`src/rtl/serial_tx.sv`:
```
// serial_tx: asynchronous serial transmitter.
//
// Accepts a byte over a load/ready handshake and shifts it out LSB-first as
// a start / data / [even parity] / stop frame. Each bit is held for
// CLKS_PER_BIT clock cycles.
//
// Parameters
//   CLKS_PER_BIT  clock cycles per serial bit (>= 2)
//   DATA_BITS     data bits per frame (5..8)
//   PARITY_EN     1 inserts an even-parity bit after the data bits
//
// Ports
//   clk      system clock, rising edge
//   rst      asynchronous active-high reset
//   data_in  byte to send, bits [DATA_BITS-1:0] used, sampled on accept
//   load     request to send data_in (accepted when ready=1)
//   ready    high when a byte can be accepted (registered)
//   tx_out   serial line, idles high (registered)
//   done     one-cycle pulse after a frame's stop bit completes (registered)
module serial_tx #(
  parameter int CLKS_PER_BIT = 16,
  parameter int DATA_BITS    = 8,
  parameter int PARITY_EN    = 0
) (
  input  logic       clk,
  input  logic       rst,
  input  logic [7:0] data_in,
  input  logic       load,
  output logic       ready,
  output logic       tx_out,
  output logic       done
);

  localparam int              CW        = (CLKS_PER_BIT > 1) ? $clog2(CLKS_PER_BIT) : 1;
  localparam logic [CW-1:0]   CNT_LAST  = CW'(CLKS_PER_BIT - 1);
  localparam logic [2:0]      BIT_LAST  = 3'(DATA_BITS - 1);
  localparam logic [7:0]      DATA_MASK = 8'((1 << DATA_BITS) - 1);

  typedef enum logic [2:0] {
    S_IDLE,
    S_START,
    S_DATA,
    S_PARITY,
    S_STOP
  } state_t;

  state_t          state_q, state_d;
  logic [CW-1:0]   cnt_q, cnt_d;
  logic [2:0]      bit_q, bit_d;
  logic [7:0]      shift_q, shift_d;
  logic            par_q, par_d;
  logic            tx_q, tx_d;
  logic            ready_q, ready_d;
  logic            done_q, done_d;
  logic            bit_end;

  assign bit_end = (cnt_q == CNT_LAST);

  always_comb begin
    state_d = state_q;
    cnt_d   = cnt_q;
    bit_d   = bit_q;
    shift_d = shift_q;
    par_d   = par_q;
    done_d  = 1'b0;

    case (state_q)
      S_IDLE: begin
        // Counters stay parked at zero between frames.
        cnt_d = '0;
        bit_d = '0;
        if (load && ready_q) begin
          shift_d = data_in;
          par_d   = ^(data_in & DATA_MASK);
          state_d = S_START;
        end
      end
      S_START: begin
        cnt_d = bit_end ? '0 : cnt_q + CW'(1);
        if (bit_end) state_d = S_DATA;
      end
      S_DATA: begin
        cnt_d = bit_end ? '0 : cnt_q + CW'(1);
        if (bit_end) begin
          shift_d = shift_q >> 1;
          if (bit_q == BIT_LAST) begin
            bit_d   = '0;
            state_d = (PARITY_EN != 0) ? S_PARITY : S_STOP;
          end else begin
            bit_d = bit_q + 3'd1;
          end
        end
      end
      S_PARITY: begin
        cnt_d = bit_end ? '0 : cnt_q + CW'(1);
        if (bit_end) state_d = S_STOP;
      end
      S_STOP: begin
        cnt_d = bit_end ? '0 : cnt_q + CW'(1);
        if (bit_end) begin
          state_d = S_IDLE;
          done_d  = 1'b1;
        end
      end
      default: begin
        state_d = S_IDLE;
        cnt_d   = '0;
        bit_d   = '0;
      end
    endcase
  end

  // Line level is derived from the next state so tx_out is a plain register
  // that changes on the same edge as the state it represents.
  always_comb begin
    tx_d = 1'b1;
    case (state_d)
      S_IDLE:   tx_d = 1'b1;
      S_START:  tx_d = 1'b0;
      S_DATA:   tx_d = shift_d[0];
      S_PARITY: tx_d = par_d;
      S_STOP:   tx_d = 1'b1;
      default:  tx_d = 1'b1;
    endcase
    ready_d = (state_d == S_IDLE);
  end

  always_ff @(posedge clk or posedge rst) begin
    if (rst) begin
      state_q <= S_IDLE;
      cnt_q   <= '0;
      bit_q   <= '0;
      shift_q <= '0;
      par_q   <= 1'b0;
      tx_q    <= 1'b1;
      ready_q <= 1'b1;
      done_q  <= 1'b0;
    end else begin
      state_q <= state_d;
      cnt_q   <= cnt_d;
      bit_q   <= bit_d;
      shift_q <= shift_d;
      par_q   <= par_d;
      tx_q    <= tx_d;
      ready_q <= ready_d;
      done_q  <= done_d;
    end
  end

  assign tx_out = tx_q;
  assign ready  = ready_q;
  assign done   = done_q;

endmodule

```
`config.mk`:
```
export PLATFORM = sky130hd
export DESIGN_NAME = serial_tx
export DESIGN_NICKNAME = d
export VERILOG_FILES = /design/src/rtl/serial_tx.sv
export SDC_FILE = /design/constraint.sdc
export NUM_CORES = 1
export LEC_CHECK = 0
export ABC_AREA = 0
export CAP_MARGIN = 30
export CORE_UTILIZATION = 65
export CTS_CLUSTER_DIAMETER = 80
export DETAILED_ROUTE_END_ITERATION = 8
export DONT_BUFFER_PORTS = 1
export PLACE_DENSITY = 0.81
export SYNTH_ARGS = -nofsm -noshare
export SYNTH_HDL_FRONTEND = slang
export SYNTH_SLANG_ARGS = --single-unit
```
`constraint.sdc`:
```
create_clock -name clk -period 5.05 [get_ports clk]
set_input_delay 1.01 -clock clk [delete_from_list [all_inputs] [get_ports clk]]
set_output_delay 1.01 -clock clk [all_outputs]
set_load 0.1 [all_outputs]
```
Fig. 1: run 1, clock routing
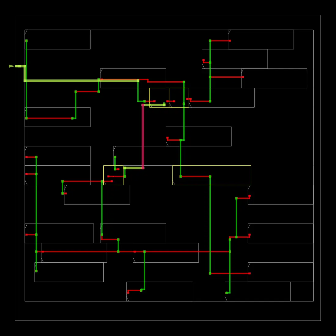
clock buffer count: 3
Sink Count: 22
CTS Buf Count: 3

Fig. 2: run 1, clock network drawn from the DEF
Scale bar: 10 um.
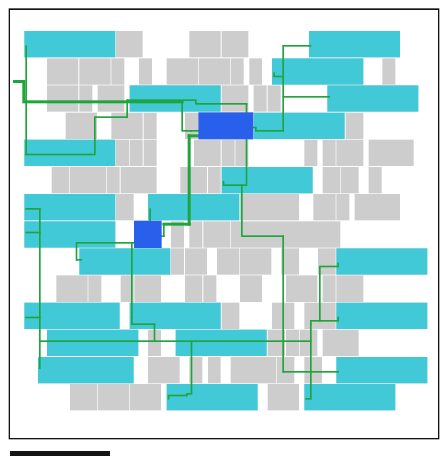
clock-net drivers: shown in blue, count 3. clock wires: shown in green, length 239 um. flip-flops: shown in cyan, count 22.
There are 4 routed clock nets.
Clock power frac: 20.2%
clk_skew: 2.72 ps

==> summary.txt, run 1 <==
status: complete, no violations
sequential cell count: 22
Initial Utilization: 70.5%
Commonest cells post-synth: 20 x dfrtp_1, 18 x nand2_1, 9 x nor2_1, 9 x xnor2_1, 8 x a22oi_1
antenna-violating nets left: 0
# port buffers: 0
Startpoint Class: register
leading area contributor after synthesis: dfrtp_1
largest net degree at the start of global routing: 23
Die Span Y: 42.9 um
syn_area_per_cell: 10.1 um2
hold path start: shift_q[2]
Final Core Density: 74.5%
Worst Tran Pin Value: 862 ps
Data buffer area share: 0%
TritonCTS clock tree: yes
row count: 14
distinct lib cells: 30
Floorplan Nets: 122
max reg flops: 8
post_cts resized: 0
min cycle time layout: 2250 ps
placed insts: 122
Via density: 6.34
Most Used Layer, Global Route: met2
Die Width: 42.9 um
reg2reg start: ready
# diodes: 0
DRT Pass-1 Iters: 4
Clock Tree Buf Depth: 2
Final WS setup: 2800 ps
Hold Violations, Final: 0
synth top area cells: dfrtp_1 46%, xnor2_1 7.3%, nand2_1 6.2%
DRT iter0 DRCs: 24
Post-Syn Instances: 108
Comb area: 504 um2
Met3 Wirelength: 33 um
RSZ-0062 raised after global routing: no
worst min path class: register to register
nonclk buf count: 0
CP arrival: 1240 ps
Overflow after GRT: 0
Req. time, crit path: 4040 ps
number of logic gates: 79
Root Driver: clkbuf_4
CORE AREA: 1540 um2
Yosys Chip Area: 1090 um2
Clock-cell share: 4.58%
Seq area share: 48.1%
sequential cell area: 553 um2
clock slew at reported path FFs: 130 ps
share of layout cells above drive strength 1: 8.18%
count leader, synth: dfrtp_1
setup_tns: 0 ps
final setup fails: 0
Synth flops: 22
fillers: 117
Crit. Startpoint: done
Final HPWL DP: 1.49 mm
Post-CTS Setup Inserts: 0
most frequent cells in the layout: 20 x dfrtp_1, 18 x nand2_1, 9 x nor2_1, 9 x xnor2_1, 8 x a22oi_1
Final period util: 44.5%
relative slew slack: 42.6%
Pwr Density: 582 nW/um2
EDFF count, synth: 0
top cell type's share of synthesized area: 46.1%
fin nets: 125
DIE AREA: 1840 um2
biggest regs: shift_q x8, cnt_q x4
Synth Cell Area: 1090 um2
Main synth FF type: dfrtp_1
Leak: 0.000511 uW
crit end category: output port
H-tree depth: 1
placed cell areas: 1100 um2
worst vdd ir: 0.473 mV
tool warnings: 26
Global Route Usage Sum: 26.6%
dominant kind of cell: flip-flops and latches
Slew Limit Fails: 0
Synth Warn #: 0
grt met3 use: 5.11%
Largest Register: shift_q
combinational share of cell area: 43.9%
met1 Usage GRT: 37.7%
WL met1: 919 um
Synth Seq Share: 50.9%
hold_buf cts: 0
inverters: 5
asr flop ratio synth: 100%
worst-path maximum fanout: 1
max-cap violation count: 0
I/O pin cnt: 14
Design Area, Final: 1150 um2
critical path class: register to output port
tap cells: 16
area delta synth->final: 5.76%
initial antenna violation count: 0
Max Fclk: 0.445 GHz
# DRC: 0
pre-CTS setup slack: 2970 ps
hold slack: 500 ps
Final Power: 669 uW
number of global-route vias before repair: 779
global-route wire length before repair: 3.57 mm
met2 routed WL: 1.06 mm
mean routed wirelength per cell: 16.0 um
most frequent logic cell in the layout: dfrtp_1
RePlAce Congestion: 0.792
Top Metal Used: met4
clk_lat worst skew: 300 ps
ys cells: 108
Final Non-Filler Cells: 126
met2 Use GR: 43.0%
Fig. 3: run 1, metal layers overlaid
Scale bar: 10 um.
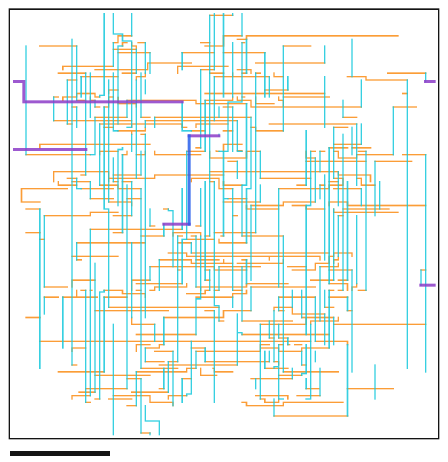
M4: shown in blue, wire length 8.80 um. M3: shown in purple, wire length 33.6 um. M2: shown in cyan, wire length 1,060 um. M1: shown in orange, wire length 920 um.
total vias in the final route: 799
final WL: 2.02 mm

Fig. 4: run 1, sequential cells grouped by signal name
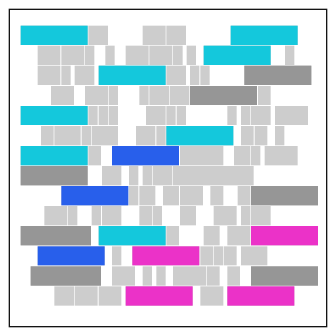
state_q: shown in blue, placed flops 3. cnt_q: shown in magenta, placed flops 4. shift_q: shown in cyan, placed flops 8.

## run 1: cell families after synthesis
family                     share of synthesized area [%]
adders and majority gates                           3.46
DFF                                                 50.9
and+or+nand+nor                                     17.2
buffers and inverters                               2.65
muxes                                               1.84
xor gates and xnor gates                            7.26
AOI/OAI and AO/OA                                   16.7
## run 1: worst paths after layout
| check | to | slack (ps) | depth (start not counted) |
|---|---|---|---|
| setup / recovery | done | 2800 | 0 |
| hold / removal | shift_q[2] | 500 | 2 |
| setup reg to reg | tx_out | 3020 | 4 |
| hold reg to reg | shift_q[2] | 500 | 2 |
| max in group asynchronous | shift_q[6] | 3830 | 1 |
| min in group asynchronous | done | 720 | 1 |
## run 1: power breakdown
group	internal (uW)	total, uW	switching, uW
logic	77.6	176	98.5
registers	247	358	111
clock network	80.2	135	54.7
==> run 2: changes to the inputs <==
--- a/config.mk
+++ b/config.mk
@@ -7,11 +7,11 @@
 export LEC_CHECK = 0
 export ABC_AREA = 0
 export CAP_MARGIN = 30
-export CORE_UTILIZATION = 65
+export CORE_UTILIZATION = 60
 export CTS_CLUSTER_DIAMETER = 80
 export DETAILED_ROUTE_END_ITERATION = 8
 export DONT_BUFFER_PORTS = 1
-export PLACE_DENSITY = 0.81
+export PLACE_DENSITY = 0.76
 export SYNTH_ARGS = -nofsm -noshare
 export SYNTH_HDL_FRONTEND = slang
 export SYNTH_SLANG_ARGS = --single-unit
==> constraint.sdc (replaced) <==
create_clock -name clk -period 2.2 [get_ports clk]
set_input_delay 0.44 -clock clk [delete_from_list [all_inputs] [get_ports clk]]
set_output_delay 0.44 -clock clk [all_outputs]
set_load 0.1 [all_outputs]
Fig. 5: run 2, pin placement
Pins as bars across the die edge, other pins in gray.
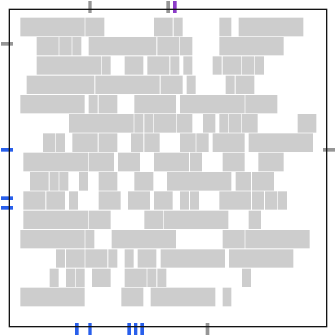
load: shown in purple, pins 1, direction input, edge top. data_in: shown in blue, pins 8, direction input, edge 5 bottom, 3 left.
All pins by edge: 6 bottom, 4 left, 3 top, 1 right.
# port buffers: 0
Die Span Y: 44.5 um
Die Width: 44.5 um

==> run 2 against run 1 <==
Core utilization is 6.2 points lower. Sequential share of layout area down 0.72 points. Global-route usage decreased by 4.9 points. Non-clock buffer count rose by 3. Critical path type is now register to register. Critical endpoint is now tx_out. Highest routed layer unchanged.
==> summary.txt, run 2 <==
largest net degree at the start of global routing: 23 (unchanged)
met2 Use GR: 35.6% (was 43.0%)
worst vdd ir: 0.741 mV (was 0.473 mV)
Clock Power: 214 uW (was 135 uW)
RSZ-0062 raised after global routing: no (unchanged)
Yosys Chip Area: 1090 um2 (unchanged)
H-tree depth: 1 (unchanged)
CP Depth: 6 (was 0)
Design Area, Final: 1170 um2 (was 1150 um2)
max reg flops: 8 (unchanged)
Sw Share: 40.4% (was 39.4%)
I/O pin cnt: 14 (unchanged)
Clock power frac: 14.9% (was 20.2%)
total vias in the final route: 786 (was 799)
hold_buf cts: 0 (unchanged)
CP arrival: 2130 ps (was 1240 ps)
Comb pwr share: 32.0% (was 26.3%)
synth top area cells: dfrtp_1 46%, xnor2_1 7.3%, nand2_1 6.2% (unchanged)
# DRC: 0 (unchanged)
Pint: 855 uW (was 405 uW)
Post-CTS Setup Inserts: 0 (unchanged)
Crit Reg-Reg Endpoint: tx_out (unchanged)
DRT iter0 DRCs: 10 (was 24)
fillers: 138 (was 117)
Via density: 5.70 (was 6.34)
CORE AREA: 1710 um2 (was 1540 um2)
sequential power: 762 uW (was 358 uW)
Final HPWL DP: 1.38 mm (was 1.49 mm)
Pwr Density: 1230 nW/um2 (was 582 nW/um2)
met2 routed WL: 931 um (was 1.06 mm)
R2R setup slack: 310 ps (was 3020 ps)
Synth Seq Share: 50.9% (unchanged)
critical path endpoint: tx_out (was done)
global-route wire length before repair: 3.08 mm (was 3.57 mm)
combinational logic power: 459 uW (was 176 uW)
Final period util: 85.8%
relative slew slack: 45.8% (was 42.6%)
worst-path maximum fanout: 10 (was 1)
Met3 Wirelength: 26 um (was 33 um)
placed cell areas: 1130 um2 (was 1100 um2)
number of global-route vias before repair: 725 (was 779)
final setup fails: 0 (unchanged)
setup_tns: 0 ps (unchanged)
CTS Buf Count: 3 (unchanged)
status: complete, no violations (unchanged)
Synth Warn #: 0 (unchanged)
Synth flops: 22 (unchanged)
worst min path class: primary input to asynchronous set/reset pin (was register to register)
Slew Limit Fails: 0 (unchanged)
WL met1: 873 um (was 919 um)
clock slew at reported path FFs: 120 ps (was 130 ps)
reg2reg start: cnt_q[0] (was ready)
Crit. Startpoint: cnt_q[0] (was done)
Final Non-Filler Cells: 138 (was 126)
Floorplan Nets: 122 (unchanged)
most frequent cells in the layout: 20 x dfrtp_1, 18 x nand2_1, 9 x nor2_1, 9 x xnor2_1, 8 x a22oi_1 (unchanged)
Psw: 580 uW (was 264 uW)
EDFF count, synth: 0 (unchanged)
area delta synth->final: 7.37% (was 5.76%)
placed insts: 134 (was 122)
Sink Count: 22 (unchanged)
Initial Utilization: 63.6% (was 70.5%)
Req. time, crit path: 2450 ps (was 4040 ps)
Top Metal Used: met4 (unchanged)
Commonest cells post-synth: 20 x dfrtp_1, 18 x nand2_1, 9 x nor2_1, 9 x xnor2_1, 8 x a22oi_1 (unchanged)
Root Driver: clkbuf_4 (unchanged)
post_cts resized: 0 (unchanged)
Post-Syn Instances: 108 (unchanged)
Top power group: sequential cells (unchanged)
Leak: 0.000520 uW (was 0.000511 uW)
Final Core Density: 68.3% (was 74.5%)
top cell type's share of synthesized area: 46.1% (unchanged)
count leader, synth: dfrtp_1 (unchanged)
final WL: 1.85 mm (was 2.02 mm)
syn_area_per_cell: 10.1 um2 (unchanged)
TritonCTS clock tree: yes (unchanged)
Final WS setup: 313 ps (was 2800 ps)
Global Route Usage Sum: 21.8% (was 26.6%)
asr flop ratio synth: 100% (unchanged)
Main synth FF type: dfrtp_1 (unchanged)
row count: 15 (was 14)
clk_lat worst skew: 300 ps (about the same)
tool warnings: 26 (unchanged)
leading area contributor after synthesis: dfrtp_1 (unchanged)
Final Power: 1440 uW (was 669 uW)
Reg2Reg Depth: 6 (was 4)
min cycle time layout: 1890 ps
clk_skew: 8.91 ps (was 2.72 ps)
run 2: cell counts after synthesis:
Identical to the previous run, type by type.
run 2: cell type report:
type	instances	area [um2]	area share (%)
repair buffers	3	22.5	1.93
flip-flops and latches	22	553	47.4
multi-input cells	79	504	43.2
inverters	5	18.8	1.61
clock buffers	4	36.3	3.11
well taps	25	31.3	2.68
run 2: logic make-up (layout without fill, tap and decap cells):
family | after synthesis | count (layout) | synth area share [%]
xor+xnor | 9 | 9 | 7.26
mux | 2 | 2 | 1.84
simple gates | 38 | 38 | 17.2
flops | 22 | 22 | 50.9
fa+ha+maj | 3 | 3 | 3.46
compound gates | 27 | 27 | 16.7
buf+inv | 7 | 12 | 2.65
No activity file was given, so power comes from the tool's default toggle rates.
